zoom.png
Scale bar: 5 µm. Window x 48 to 68, y 72 to 92 µm. Cells in grey, sequential cells in the stronger grey; small squares are vias.
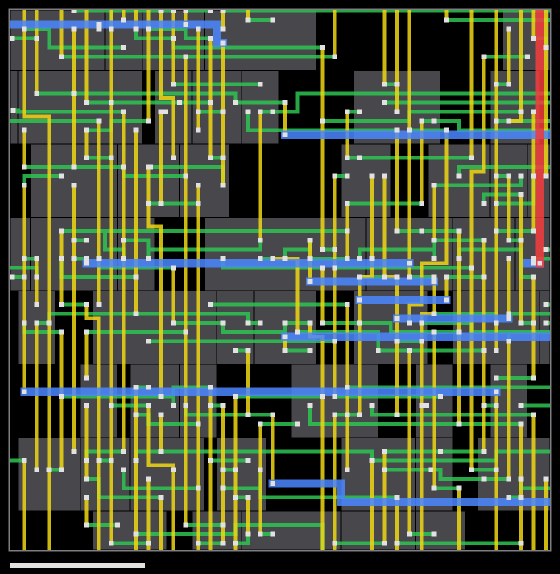
gate_families.png
Scale bar: 20 µm.
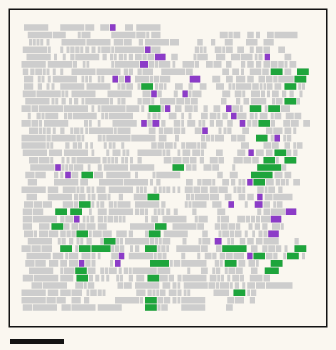
$ cat config.mk
export PLATFORM = sky130hd
export DESIGN_NAME = fp_add_pipe
export DESIGN_NICKNAME = d
export VERILOG_FILES = /design/src/rtl/fp_add_pipe.sv
export SDC_FILE = /design/constraint.sdc
export NUM_CORES = 1
export LEC_CHECK = 0
export CAP_MARGIN = 10
export CORE_MARGIN = 4
export CORE_UTILIZATION = 55
export CTS_BUF_LIST = sky130_fd_sc_hd__clkbuf_2 sky130_fd_sc_hd__clkbuf_4 sky130_fd_sc_hd__clkbuf_8
export DETAILED_ROUTE_END_ITERATION = 16
export PLACE_DENSITY = 0.77
export SLEW_MARGIN = 10
export SYNTH_ARGS = -nofsm -noshare
export SYNTH_HDL_FRONTEND = slang
export SYNTH_SLANG_ARGS = --single-unit
export TNS_END_PERCENT = 5
$ cat constraint.sdc
create_clock -name clk -period 8.19 [get_ports clk]
set_input_delay 1.638 -clock clk [delete_from_list [all_inputs] [get_ports clk]]
set_output_delay 1.638 -clock clk [all_outputs]
set_load 0.02 [all_outputs]
$ cat src/rtl/fp_add_pipe.sv
// Pipelined IEEE-style floating-point adder/subtractor (round-to-nearest-even) with a valid/ready stream.
// Operand capture register followed by align, add and normalise/round stages; a global stall on output backpressure.
module fp_add_pipe #(
    parameter int EXP_WIDTH = 5,
    parameter int MAN_WIDTH = 2,
    localparam int WIDTH = 1 + EXP_WIDTH + MAN_WIDTH
) (
    input  logic             clk,
    input  logic             rst,
    input  logic             in_valid,
    output logic             in_ready,
    input  logic [WIDTH-1:0] in_a,
    input  logic [WIDTH-1:0] in_b,
    input  logic             in_sub,
    output logic             out_valid,
    input  logic             out_ready,
    output logic [WIDTH-1:0] out_data,
    output logic [2:0]       out_flags
);

    localparam int SIG_W = MAN_WIDTH + 1;
    localparam int EXT_W = SIG_W + 3;
    localparam int SUM_W = EXT_W + 1;
    localparam int LOW_W = MAN_WIDTH + 3;
    localparam int EXP_MAX = (1 << EXP_WIDTH) - 1;
    localparam logic [EXP_WIDTH-1:0] EXP_ONES = '1;
    localparam logic [MAN_WIDTH-1:0] NAN_MAN = MAN_WIDTH'(1) << (MAN_WIDTH - 1);
    localparam logic [WIDTH-1:0] QNAN = {1'b0, EXP_ONES, NAN_MAN};

    logic stall;
    assign stall    = out_valid && !out_ready;
    assign in_ready = !stall;

    logic             s0_valid;
    logic [WIDTH-1:0] s0_a, s0_b;

    always_ff @(posedge clk or posedge rst) begin
        if (rst) begin
            s0_valid <= 1'b0;
            s0_a     <= '0;
            s0_b     <= '0;
        end else if (!stall) begin
            s0_valid <= in_valid;
            if (in_valid) begin
                s0_a <= in_a;
                s0_b <= {in_b[WIDTH-1] ^ in_sub, in_b[WIDTH-2:0]};
            end
        end
    end

    logic                   a_exp_ones, b_exp_ones, a_nan, b_nan, a_inf, b_inf, spec_nan;
    logic                   swap, big_sign;
    logic [WIDTH-2:0]       big_mag, small_mag;
    logic [EXP_WIDTH-1:0]   big_e, small_e, diff;
    logic [SIG_W-1:0]       small_sig;
    logic [EXT_W-1:0]       big_ext, small_ext;
    logic [EXT_W+LOW_W-1:0] small_wide;

    assign a_exp_ones = (s0_a[WIDTH-2:MAN_WIDTH] == EXP_ONES);
    assign b_exp_ones = (s0_b[WIDTH-2:MAN_WIDTH] == EXP_ONES);
    assign a_nan      = a_exp_ones && (s0_a[MAN_WIDTH-1:0] != '0);
    assign b_nan      = b_exp_ones && (s0_b[MAN_WIDTH-1:0] != '0);
    assign a_inf      = a_exp_ones && (s0_a[MAN_WIDTH-1:0] == '0);
    assign b_inf      = b_exp_ones && (s0_b[MAN_WIDTH-1:0] == '0);
    assign spec_nan   = a_nan || b_nan || (a_inf && b_inf && (s0_a[WIDTH-1] != s0_b[WIDTH-1]));

    assign swap      = s0_b[WIDTH-2:0] > s0_a[WIDTH-2:0];
    assign big_mag   = swap ? s0_b[WIDTH-2:0] : s0_a[WIDTH-2:0];
    assign small_mag = swap ? s0_a[WIDTH-2:0] : s0_b[WIDTH-2:0];
    assign big_sign  = swap ? s0_b[WIDTH-1] : s0_a[WIDTH-1];

    // Subnormals share the effective exponent 1 with the smallest normal.
    assign big_e   = (big_mag[WIDTH-2:MAN_WIDTH] == '0) ? EXP_WIDTH'(1) : big_mag[WIDTH-2:MAN_WIDTH];
    assign small_e = (small_mag[WIDTH-2:MAN_WIDTH] == '0) ? EXP_WIDTH'(1) : small_mag[WIDTH-2:MAN_WIDTH];
    assign diff    = big_e - small_e;

    assign big_ext    = {big_mag[WIDTH-2:MAN_WIDTH] != '0, big_mag[MAN_WIDTH-1:0], 3'b000};
    assign small_sig  = {small_mag[WIDTH-2:MAN_WIDTH] != '0, small_mag[MAN_WIDTH-1:0]};
    assign small_wide = {small_sig, 3'b000, {LOW_W{1'b0}}} >> diff;
    assign small_ext  = (int'(diff) >= LOW_W) ? {{(EXT_W-1){1'b0}}, |small_sig}
                      : {small_wide[EXT_W+LOW_W-1:LOW_W+1], |small_wide[LOW_W:0]};

    logic                 s1_valid, s1_sign, s1_eff_sub, s1_spec, s1_spec_inv;
    logic [EXP_WIDTH-1:0] s1_exp;
    logic [EXT_W-1:0]     s1_big, s1_small;
    logic [WIDTH-1:0]     s1_spec_data;

    always_ff @(posedge clk or posedge rst) begin
        if (rst) begin
            s1_valid     <= 1'b0;
            s1_sign      <= 1'b0;
            s1_eff_sub   <= 1'b0;
            s1_spec      <= 1'b0;
            s1_spec_inv  <= 1'b0;
            s1_exp       <= '0;
            s1_big       <= '0;
            s1_small     <= '0;
            s1_spec_data <= '0;
        end else if (!stall) begin
            s1_valid     <= s0_valid;
            s1_sign      <= big_sign;
            s1_eff_sub   <= s0_a[WIDTH-1] ^ s0_b[WIDTH-1];
            s1_spec      <= spec_nan || a_inf || b_inf;
            s1_spec_inv  <= spec_nan;
            s1_exp       <= big_e;
            s1_big       <= big_ext;
            s1_small     <= small_ext;
            s1_spec_data <= spec_nan ? QNAN : (a_inf ? s0_a : s0_b);
        end
    end

    logic                 s2_valid, s2_sign, s2_eff_sub, s2_spec, s2_spec_inv;
    logic [EXP_WIDTH-1:0] s2_exp;
    logic [SUM_W-1:0]     s2_sum;
    logic [WIDTH-1:0]     s2_spec_data;

    always_ff @(posedge clk or posedge rst) begin
        if (rst) begin
            s2_valid     <= 1'b0;
            s2_sign      <= 1'b0;
            s2_eff_sub   <= 1'b0;
            s2_spec      <= 1'b0;
            s2_spec_inv  <= 1'b0;
            s2_exp       <= '0;
            s2_sum       <= '0;
            s2_spec_data <= '0;
        end else if (!stall) begin
            s2_valid     <= s1_valid;
            s2_sign      <= s1_sign;
            s2_eff_sub   <= s1_eff_sub;
            s2_spec      <= s1_spec;
            s2_spec_inv  <= s1_spec_inv;
            s2_exp       <= s1_exp;
            s2_sum       <= s1_eff_sub ? ({1'b0, s1_big} - {1'b0, s1_small})
                                       : ({1'b0, s1_big} + {1'b0, s1_small});
            s2_spec_data <= s1_spec_data;
        end
    end

    int                   lz, sh, e_norm, e_fin;
    logic                 found, rnd;
    logic [EXT_W-1:0]     norm;
    logic [SIG_W:0]       m_rnd;
    logic [MAN_WIDTH-1:0] man_fin;
    logic [WIDTH-1:0]     res_data;
    logic [2:0]           res_flags;

    always_comb begin
        lz        = 0;
        sh        = 0;
        found     = 1'b0;
        norm      = '0;
        e_norm    = int'(s2_exp);
        e_fin     = 0;
        man_fin   = '0;
        res_data  = '0;
        res_flags = 3'b000;
        if (s2_sum[SUM_W-1]) begin
            norm   = {s2_sum[SUM_W-1:2], s2_sum[1] | s2_sum[0]};
            e_norm = e_norm + 1;
        end else begin
            for (int i = EXT_W - 1; i >= 0; i--) begin
                if (!found) begin
                    if (s2_sum[i]) found = 1'b1;
                    else           lz = lz + 1;
                end
            end
            // Never shift below effective exponent 1: the result then stays subnormal.
            sh     = (lz < e_norm - 1) ? lz : e_norm - 1;
            norm   = s2_sum[EXT_W-1:0] << sh;
            e_norm = e_norm - sh;
        end
        rnd   = norm[2] & (norm[1] | norm[0] | norm[3]);
        m_rnd = {1'b0, norm[EXT_W-1:3]} + {{SIG_W{1'b0}}, rnd};
        if (m_rnd[SIG_W]) begin
            e_fin   = e_norm + 1;
            man_fin = m_rnd[MAN_WIDTH:1];
        end else begin
            e_fin   = m_rnd[MAN_WIDTH] ? e_norm : 0;
            man_fin = m_rnd[MAN_WIDTH-1:0];
        end
        if (s2_spec) begin
            res_data  = s2_spec_data;
            res_flags = {s2_spec_inv, 2'b00};
        end else if (s2_sum == '0) begin
            res_data = {s2_sign & ~s2_eff_sub, {(WIDTH-1){1'b0}}};
        end else if (e_fin >= EXP_MAX) begin
            res_data  = {s2_sign, EXP_ONES, {MAN_WIDTH{1'b0}}};
            res_flags = 3'b010;
        end else begin
            res_data  = {s2_sign, EXP_WIDTH'(e_fin), man_fin};
            res_flags = {2'b00, e_fin == 0};
        end
    end

    always_ff @(posedge clk or posedge rst) begin
        if (rst) begin
            out_valid <= 1'b0;
            out_data  <= '0;
            out_flags <= 3'b000;
        end else if (!stall) begin
            out_valid <= s2_valid;
            out_data  <= res_data;
            out_flags <= res_flags;
        end
    end

endmodule
==> run summary <==
impl run done, here's what came out: status=completed, crit path DAT=between 8000 and 9000 ps, Buf/Inv on CP=6, critical path class=reg -> reg, fin worst setup slack=around 150 ps, Post-Place Worst Slack=-170 ps, Max Cap Viol=0, DR WL/cell=17.5 µm, vias in the first global route=roughly 6200, Final Setup Violations=0, dominant register cell=dfrtp_1, register share after synthesis=around 31%, Sum Neg Setup Slack=0 ps, Starting Density=between 50% and 60%, Worst setup EP type=register, Top-Level Pins=34, Top-area cell share=approximately 31%, Clock Pin Slew Worst Setup and Hold Paths=90 ps, area fraction in compound gates=about a fifth, CP Launch Point=s2_sum[5]$_DFFE_PP0N_, Crit. path cell count=~40, Rel. slew slack=between 30% and 40%, GRT Residual Overflow=0, warnings from Yosys=0, # rows=39, htree depth=3, Max Freq=approximately 120 MHz, Period minus WS final=8040 ps, global-route wire length before repair=~30000 µm, IO buf count=33, core area=between 0.01 and 0.015 mm², measured slew at the worst slew-check pin=between 1000 and 1500 ps, TritonCTS clock tree=yes, DP Wirelength=13100 µm, die area=around 0.014 mm², area reported by Yosys stat=approximately 0.0065 mm², FA/HA/MAJ Cells, Area Fraction=under 10%, cell repeated most along the worst path=ha_1, via count=~6400, Setup Skew=about 12 ps, Mapped Avg Cell Area=~8.0 µm², DRT iter0 DRCs=roughly 570
Back to the opening pictures, zoom.png:
met3: drawn in blue. met1: drawn in green. met2: drawn in yellow. met4: drawn in red.
Sequential cells in the window: 0. 45 logic cells have their middle in the window. Most frequent: nor2_1 (5), nand2_1 (4).

Back to the opening pictures, gate_families.png:
adder and majority cells: drawn in green, cells 46. AND and OR gates: drawn in purple, cells 34.
most numerous logic cell after layout: nand2_1
Non-Filler Instances: 1037
combinational share of cell area: 55.8%

[layout make-up]
class	instances	area (µm²)	share of cell area, %
inverters	47	178	2.28
repair buffers	103	863	11.1
clock buffers	10	138	1.76
multi-input cells	647	4360	55.8
flip-flops and latches	81	2030	26.0
clock inverters	6	65.1	0.833
well taps	143	179	2.29
[what timing repair did]
item                       CTS  global route
buffers inserted             2            14
pin swaps                    1            36
gates resized                5            47
setup endpoints to repair    6             9
[cells in the mapped netlist (all sizes together), types with 6 or more instances]
cell      n
a211oi    6
a21o      6
a21oi    54
a31oi     9
and3     12
buf       9
clkbuf   29
dfrtp    81
ha       43
inv      46
mux2     22
mux2i    25
nand2   118
nand2b    7
nand3    32
nand4     7
nor2     87
nor2b    10
nor3     22
nor4      7
o211ai   10
o21ai    48
o31ai    10
or2       7
xnor2    15
xor2      8
[layer usage]
| metal | up-vias | part of all wire (%) | GRT usage (%) |
|---|---|---|---|
| met4 | 0 | 2.9 | 10.7 |
| met5 | - | 0 | 0 |
| li1 | 3053 | - | - |
| met2 | 237 | 50 | 47.2 |
| met3 | 47 | 5.6 | 3.32 |
| met1 | 3101 | 41 | 34.8 |
[cells by family after synthesis]
family | Yosys count
other cells | 1
xor+xnor | 23
mux | 47
simple gates | 331
compound gates | 198
flops | 81
fa+ha+maj | 46
buf+inv | 85
[cells in the final DEF (no fill, tap or decap), types with 5 or more instances in the layout]
| master | Yosys | layout |
|---|---|---|
| nor2b_1 | 10 | 8 |
| nand2b_1 | 7 | 7 |
| buf_4 | 0 | 68 |
| ha_1 | 43 | 40 |
| dfrtp_1 | 81 | 80 |
| o211ai_1 | 10 | 10 |
| clkbuf_8 | 0 | 10 |
| mux2_2 | 19 | 19 |
| o21ai_1 | 1 | 5 |
| nor4_1 | 7 | 6 |
| inv_2 | 3 | 6 |
| a21o_1 | 6 | 6 |
| or2_2 | 5 | 5 |
| o31ai_1 | 9 | 7 |
| o22ai_1 | 5 | 5 |
| nor3_1 | 22 | 15 |
| mux2i_1 | 25 | 24 |
| nor2_1 | 86 | 84 |
| nand2_1 | 118 | 116 |
| o21ai_0 | 47 | 41 |
| nor3_2 | 0 | 6 |
| xor2_1 | 8 | 8 |
| and3_1 | 11 | 11 |
| o31a_1 | 5 | 5 |
| nand4_1 | 7 | 7 |
| a21oi_1 | 54 | 51 |
| clkdlybuf4s50_1 | 0 | 33 |
| nand3_1 | 32 | 32 |
| a31oi_1 | 9 | 9 |
| inv_1 | 43 | 39 |
| xnor2_1 | 15 | 15 |
[tightest hold or removal path, stage by stage (launching register included)]
cell     delay (ps)
dfrtp_1         350
nand2_1          50
nand2_1          50
[state kept, by name, summed over array words and instances, names as in the netlist, 3 cells and up]
name          count
out_data          8
out_flags         3
s0_a              8
s0_b              8
s1_big            3
s1_exp            5
s1_small          6
s1_spec_data      8
s2_exp            5
s2_spec_data      8
s2_sum            7
